**Close-up of the layout**

Region (72, 72) to (97, 97) um. Cells in grey, sequential cells in the stronger grey; small squares are vias.
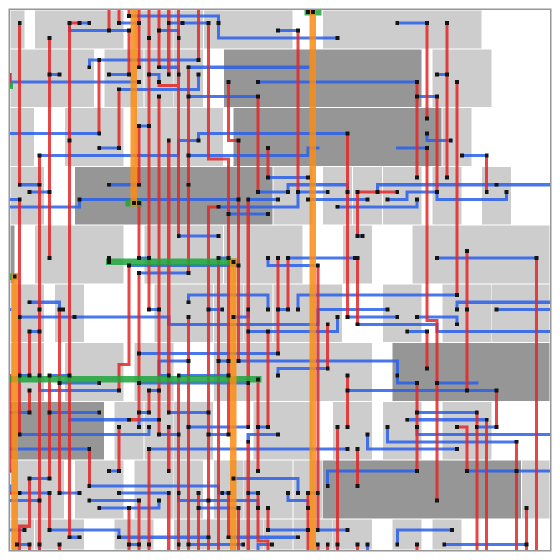
**Selected gate families**

Scale: 2 px per um.
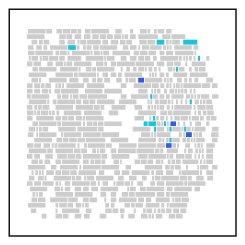
**Routing congestion**

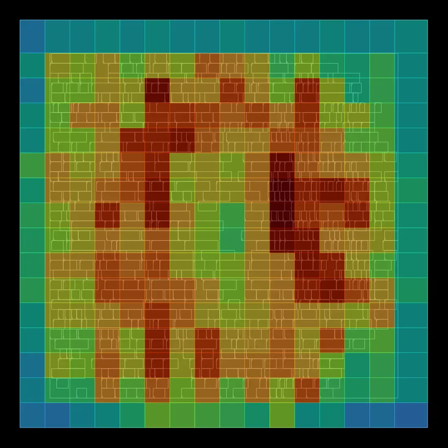
**The metal 1 layer**

Scale: 2 px per um.
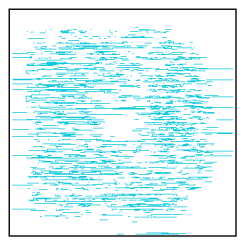
**config.mk**
```make
export PLATFORM = sky130hd
export DESIGN_NAME = imem_fetch_arbiter_flat
export DESIGN_NICKNAME = d
export VERILOG_FILES = /design/src/rtl/imem_fetch_arbiter_if.sv /design/src/rtl/imem_fetch_arbiter.sv /design/src/flat_wrapper.sv
export SDC_FILE = /design/constraint.sdc
export NUM_CORES = 1
export LEC_CHECK = 0
export ABC_AREA = 1
export ABC_CLOCK_PERIOD_IN_PS = 2200
export CAP_MARGIN = 10
export CORE_MARGIN = 8
export CORE_UTILIZATION = 45
export DETAILED_ROUTE_END_ITERATION = 8
export PLACE_DENSITY_LB_ADDON = 0.2
export SETUP_SLACK_MARGIN = 0.5
export SYNTH_ARGS = -nofsm -noshare
export SYNTH_HDL_FRONTEND = slang
export SYNTH_SLANG_ARGS = --single-unit
```
**constraint.sdc**
```tcl
create_clock -name clk -period 2.2 [get_ports clk]
set_input_delay 0.44 -clock clk [delete_from_list [all_inputs] [get_ports clk]]
set_output_delay 0.44 -clock clk [all_outputs]
set_load 0.01 [all_outputs]
```
**src/rtl/imem_fetch_arbiter_if.sv**
```systemverilog
// Fetch/decode/memory/debug bundle for imem_fetch_arbiter.
// master = arbiter side, slave = memory, decode and debug side.
interface imem_fetch_arbiter_if #(
    parameter int unsigned ADDR_W = 8,
    parameter int unsigned DATA_W = 32
);
    logic              start;
    logic              memread;
    logic [ADDR_W-1:0] mem_addr;
    logic [DATA_W-1:0] mem_rdata;
    logic [DATA_W-1:0] instr;
    logic [ADDR_W-1:0] instr_pc;
    logic              instr_valid;
    logic              instr_ready;
    logic              branch_taken;
    logic [15:0]       branch_off;
    logic              busy;
    logic              done;
    logic              dbg_req;
    logic [ADDR_W-1:0] dbg_addr;
    logic              dbg_gnt;
    logic [DATA_W-1:0] dbg_rdata;
    logic              dbg_valid;

    modport master (
        input  start, mem_rdata, instr_ready, branch_taken, branch_off, dbg_req, dbg_addr,
        output memread, mem_addr, instr, instr_pc, instr_valid, busy, done,
               dbg_gnt, dbg_rdata, dbg_valid
    );

    modport slave (
        output start, mem_rdata, instr_ready, branch_taken, branch_off, dbg_req, dbg_addr,
        input  memread, mem_addr, instr, instr_pc, instr_valid, busy, done,
               dbg_gnt, dbg_rdata, dbg_valid
    );
endinterface

```
**src/rtl/imem_fetch_arbiter.sv**
```systemverilog
// Instruction fetch sequencer with PC-relative redirect and a shared debug read port.
// FETCH_PERF_EN adds saturating fire/stall counters on perf_fetch/perf_stall.
module imem_fetch_arbiter #(
    parameter int unsigned ADDR_W    = 8,
    parameter int unsigned DATA_W    = 32,
    parameter int unsigned LAST_ADDR = 80
) (
    input  logic        clk,
    input  logic        rst_n,
`ifdef FETCH_PERF_EN
    output logic [15:0] perf_fetch,
    output logic [15:0] perf_stall,
`endif
    imem_fetch_arbiter_if.master bus
);
    typedef enum logic [1:0] {S_IDLE, S_RUN, S_DONE} state_e;

    localparam logic [ADDR_W:0] LAST_PC = (ADDR_W+1)'(LAST_ADDR);
    localparam logic [ADDR_W:0] PC_ONE  = (ADDR_W+1)'(1);

    state_e            state_q, state_d;
    logic [ADDR_W:0]   pc_q, pc_d;
    logic [DATA_W-1:0] instr_q, instr_d;
    logic [ADDR_W-1:0] instr_pc_q, instr_pc_d;
    logic              instr_valid_q, instr_valid_d;
    logic              last_gnt_dbg_q, last_gnt_dbg_d;
    logic [DATA_W-1:0] dbg_rdata_q, dbg_rdata_d;
    logic              dbg_valid_q, dbg_valid_d;

    logic              in_run;
    logic              accept;
    logic              redirect;
    logic              fetch_wanted;
    logic              gnt;
    logic              fire;
    logic [ADDR_W-1:0] br_target;

    always_comb begin
        in_run       = (state_q == S_RUN);
        accept       = instr_valid_q & bus.instr_ready;
        redirect     = accept & bus.branch_taken;
        fetch_wanted = in_run & (pc_q <= LAST_PC) & (!instr_valid_q | bus.instr_ready) & !redirect;
        // Debug wins outside RUN, when fetch is idle, or on alternate cycles against fetch.
        gnt          = bus.dbg_req & (!in_run | !fetch_wanted | !last_gnt_dbg_q);
        fire         = fetch_wanted & !gnt;
        br_target    = instr_pc_q + ADDR_W'(1) + ADDR_W'($signed(bus.branch_off));
    end

    always_comb begin
        state_d        = state_q;
        pc_d           = pc_q;
        instr_d        = instr_q;
        instr_pc_d     = instr_pc_q;
        instr_valid_d  = instr_valid_q;
        last_gnt_dbg_d = gnt;
        dbg_valid_d    = gnt;
        dbg_rdata_d    = gnt ? bus.mem_rdata : dbg_rdata_q;
        case (state_q)
            S_IDLE, S_DONE: begin
                if (bus.start) begin
                    state_d = S_RUN;
                    pc_d    = '0;
                end
            end
            S_RUN: begin
                if (redirect) begin
                    pc_d          = {1'b0, br_target};
                    instr_valid_d = 1'b0;
                end else if (fire) begin
                    instr_d       = bus.mem_rdata;
                    instr_pc_d    = pc_q[ADDR_W-1:0];
                    instr_valid_d = 1'b1;
                    pc_d          = pc_q + PC_ONE;
                end else if (accept) begin
                    instr_valid_d = 1'b0;
                end
                if ((pc_q > LAST_PC) && !instr_valid_q) begin
                    state_d = S_DONE;
                end
            end
            default: state_d = S_IDLE;
        endcase
    end

    always_ff @(posedge clk or negedge rst_n) begin
        if (!rst_n) begin
            state_q        <= S_IDLE;
            pc_q           <= '0;
            instr_q        <= '0;
            instr_pc_q     <= '0;
            instr_valid_q  <= 1'b0;
            last_gnt_dbg_q <= 1'b0;
            dbg_rdata_q    <= '0;
            dbg_valid_q    <= 1'b0;
        end else begin
            state_q        <= state_d;
            pc_q           <= pc_d;
            instr_q        <= instr_d;
            instr_pc_q     <= instr_pc_d;
            instr_valid_q  <= instr_valid_d;
            last_gnt_dbg_q <= last_gnt_dbg_d;
            dbg_rdata_q    <= dbg_rdata_d;
            dbg_valid_q    <= dbg_valid_d;
        end
    end

    assign bus.memread     = fire | gnt;
    assign bus.mem_addr    = gnt ? bus.dbg_addr : (fire ? pc_q[ADDR_W-1:0] : '0);
    assign bus.instr       = instr_q;
    assign bus.instr_pc    = instr_pc_q;
    assign bus.instr_valid = instr_valid_q;
    assign bus.busy        = in_run;
    assign bus.done        = (state_q == S_DONE);
    assign bus.dbg_gnt     = gnt;
    assign bus.dbg_rdata   = dbg_rdata_q;
    assign bus.dbg_valid   = dbg_valid_q;

`ifdef FETCH_PERF_EN
    logic [15:0] perf_fetch_q, perf_fetch_d;
    logic [15:0] perf_stall_q, perf_stall_d;
    logic        run_entry;

    always_comb begin
        run_entry    = !in_run & bus.start;
        perf_fetch_d = perf_fetch_q;
        perf_stall_d = perf_stall_q;
        if (run_entry) begin
            perf_fetch_d = '0;
            perf_stall_d = '0;
        end else begin
            if (fire && perf_fetch_q != '1) begin
                perf_fetch_d = perf_fetch_q + 16'd1;
            end
            if (instr_valid_q && !bus.instr_ready && perf_stall_q != '1) begin
                perf_stall_d = perf_stall_q + 16'd1;
            end
        end
    end

    always_ff @(posedge clk or negedge rst_n) begin
        if (!rst_n) begin
            perf_fetch_q <= '0;
            perf_stall_q <= '0;
        end else begin
            perf_fetch_q <= perf_fetch_d;
            perf_stall_q <= perf_stall_d;
        end
    end

    assign perf_fetch = perf_fetch_q;
    assign perf_stall = perf_stall_q;
`endif
endmodule

```
**src/flat_wrapper.sv**
```systemverilog
// flat-port wrapper written by rule: the top's interface ports become plain ports
module imem_fetch_arbiter_flat 
#(
    parameter int unsigned ADDR_W    = 8,
    parameter int unsigned DATA_W    = 32,
    parameter int unsigned LAST_ADDR = 80
)
  (clk, rst_n, bus_start, bus_mem_rdata, bus_instr_ready, bus_branch_taken, bus_branch_off, bus_dbg_req, bus_dbg_addr, bus_memread, bus_mem_addr, bus_instr, bus_instr_pc, bus_instr_valid, bus_busy, bus_done, bus_dbg_gnt, bus_dbg_rdata, bus_dbg_valid);
  imem_fetch_arbiter_if #(.ADDR_W(ADDR_W), .DATA_W(DATA_W)) bus_i ();
  input  logic clk;
  input  logic rst_n;
  input wire logic [$bits(bus_i.start)-1:0] bus_start;
  input wire logic [$bits(bus_i.mem_rdata)-1:0] bus_mem_rdata;
  input wire logic [$bits(bus_i.instr_ready)-1:0] bus_instr_ready;
  input wire logic [$bits(bus_i.branch_taken)-1:0] bus_branch_taken;
  input wire logic [$bits(bus_i.branch_off)-1:0] bus_branch_off;
  input wire logic [$bits(bus_i.dbg_req)-1:0] bus_dbg_req;
  input wire logic [$bits(bus_i.dbg_addr)-1:0] bus_dbg_addr;
  output wire logic [$bits(bus_i.memread)-1:0] bus_memread;
  output wire logic [$bits(bus_i.mem_addr)-1:0] bus_mem_addr;
  output wire logic [$bits(bus_i.instr)-1:0] bus_instr;
  output wire logic [$bits(bus_i.instr_pc)-1:0] bus_instr_pc;
  output wire logic [$bits(bus_i.instr_valid)-1:0] bus_instr_valid;
  output wire logic [$bits(bus_i.busy)-1:0] bus_busy;
  output wire logic [$bits(bus_i.done)-1:0] bus_done;
  output wire logic [$bits(bus_i.dbg_gnt)-1:0] bus_dbg_gnt;
  output wire logic [$bits(bus_i.dbg_rdata)-1:0] bus_dbg_rdata;
  output wire logic [$bits(bus_i.dbg_valid)-1:0] bus_dbg_valid;
  assign bus_i.start = bus_start;
  assign bus_i.mem_rdata = bus_mem_rdata;
  assign bus_i.instr_ready = bus_instr_ready;
  assign bus_i.branch_taken = bus_branch_taken;
  assign bus_i.branch_off = bus_branch_off;
  assign bus_i.dbg_req = bus_dbg_req;
  assign bus_i.dbg_addr = bus_dbg_addr;
  assign bus_memread = bus_i.memread;
  assign bus_mem_addr = bus_i.mem_addr;
  assign bus_instr = bus_i.instr;
  assign bus_instr_pc = bus_i.instr_pc;
  assign bus_instr_valid = bus_i.instr_valid;
  assign bus_busy = bus_i.busy;
  assign bus_done = bus_i.done;
  assign bus_dbg_gnt = bus_i.dbg_gnt;
  assign bus_dbg_rdata = bus_i.dbg_rdata;
  assign bus_dbg_valid = bus_i.dbg_valid;
  imem_fetch_arbiter #(.ADDR_W(ADDR_W), .DATA_W(DATA_W), .LAST_ADDR(LAST_ADDR)) u_core (.clk(clk), .rst_n(rst_n), .bus(bus_i));
endmodule
```
==> reports/metrics.csv <==
stage,metric,value,unit
setup_path,critPathCapture,bus_mem_addr[0],
timing,finalCritPeriodShare,1.08,
die,die-width,113,um
yosys,edf_count,0,
clocking,cts.repair.resized,159,
power_and_ir_drop,power_density,1400,mW/mm2
timing,setup_violations,38,
layout,ff_count,85,
status,violations,negative setup slack,
layout,stdcell_area,0.00691,mm2
timing,setup_slack,-168,ps
setup_path,cp_num_buf_inv,4,
grt,grt_use_met3,0.0698,
placement,placed_area,0.00575,mm2
layout,clock_buffers,10,
yosys,synth_nets,534,
setup_path,path_cells,inv_2 > ha_4 > inv_2 > nor2_2 > nand2_1 > nand2_1 > nand2_2 > nor2_4 > nand2_2 > nand2_4 > inv_8 > nand2_1 > o21ai_2 > buf_2,
power_and_ir_drop,leakagePower,3.53,nW
status,outcome,"complete, but fails checks",
setup_path,critPathRequiredTime,1760,ps
layout,logic_gates,293,
setup_path,r2r-start,u_core.pc_q[0],
flow_run,warnings,38,
layout,fillers,620,
About 'close-up of the layout':
metal 2 -> red
metal 1 -> blue
metal 4 -> orange
metal 3 -> green
sequential cells in the window = 5
most frequent = inv_1 (10), nand2_1 (10), nand3_1 (7)
netlist names of flops here include = u_core.bus.instr_pc (2), u_core.state_q (2)
cells with their middle in the window = 67

About 'selected gate families':
NOR gates -> cyan  # cells 15, most used nor2_1
XOR/XNOR gates -> blue  # cells 4

About 'routing congestion':
gr busiest metal: met2
met1 Usage GRT: 0.204

About 'the metal 1 layer':
longest straight run = 35.9 um
share of all routed wire = 37%
wire length on this layer = 5260 um
routed vias: 3958
DRT Wirelength: 14400 um

==> cells in the final DEF (no fill, tap or decap), types with 6 or more instances in the layout <==
cell type / n
buf_6: 13
o21ai_2: 56
buf_12: 7
buf_2: 9
nand3_1: 18
inv_2: 6
o21ai_0: 8
clkbuf_8: 9
clkdlybuf4s50_1: 52
clkbuf_16: 10
o21ai_1: 20
dfrtp_1: 83
buf_16: 6
inv_1: 61
dlygate4sd2_1: 74
buf_4: 21
nor2_1: 10
nand2_1: 60
ha_1: 8
nand2_2: 44
nand2_4: 30
==> logic make-up (layout without fill, tap and decap cells) <==
kind of cell / after synthesis / after routing / synth area share
and+or+nand+nor: 180 / 181 / 0.185
AOI/OAI and AO/OA: 97 / 98 / 0.159
buffers and inverters: 86 / 277 / 0.109
DFF: 85 / 85 / 0.506
adders and majority gates: 10 / 10 / 0.0316
xor gates and xnor gates: 4 / 4 / 0.00834
==> per-layer routing <==
layer / share of wire / up-vias
li1: - / 1852
met1: 0.37 / 1947
met2: 0.53 / 122
met3: 0.074 / 37
met4: 0.033 / 0
met5: 0 / -
==> worst reg2reg max path, delay by kind of cell, from the launching register on <==
family / cells / cell delay, ps
buffers and inverters: 9 / 1040
AND/OR/NAND/NOR: 6 / 500
flip-flops: 1 / 400
AND-OR/OR-AND: 2 / 150
adder cells (fa/ha/maj): 1 / 130
==> through the flow <==
step / TNS, ps / utilization
2_1_floorplan: 0 / -
3_3_place_gp: -20600 / 0.629
3_5_place_dp: -24400 / 0.629
4_1_cts: -1870 / 0.668
5_1_grt: -8310 / 0.755
6_report: -3950 / 0.755
==> power by group <==
group          internal (mW)  switching, mW
combinational           2.83           3.04
clock                  0.433          0.631
sequential              2.19          0.532
Power figures rest on the tool's default switching activity, not on a simulated workload.
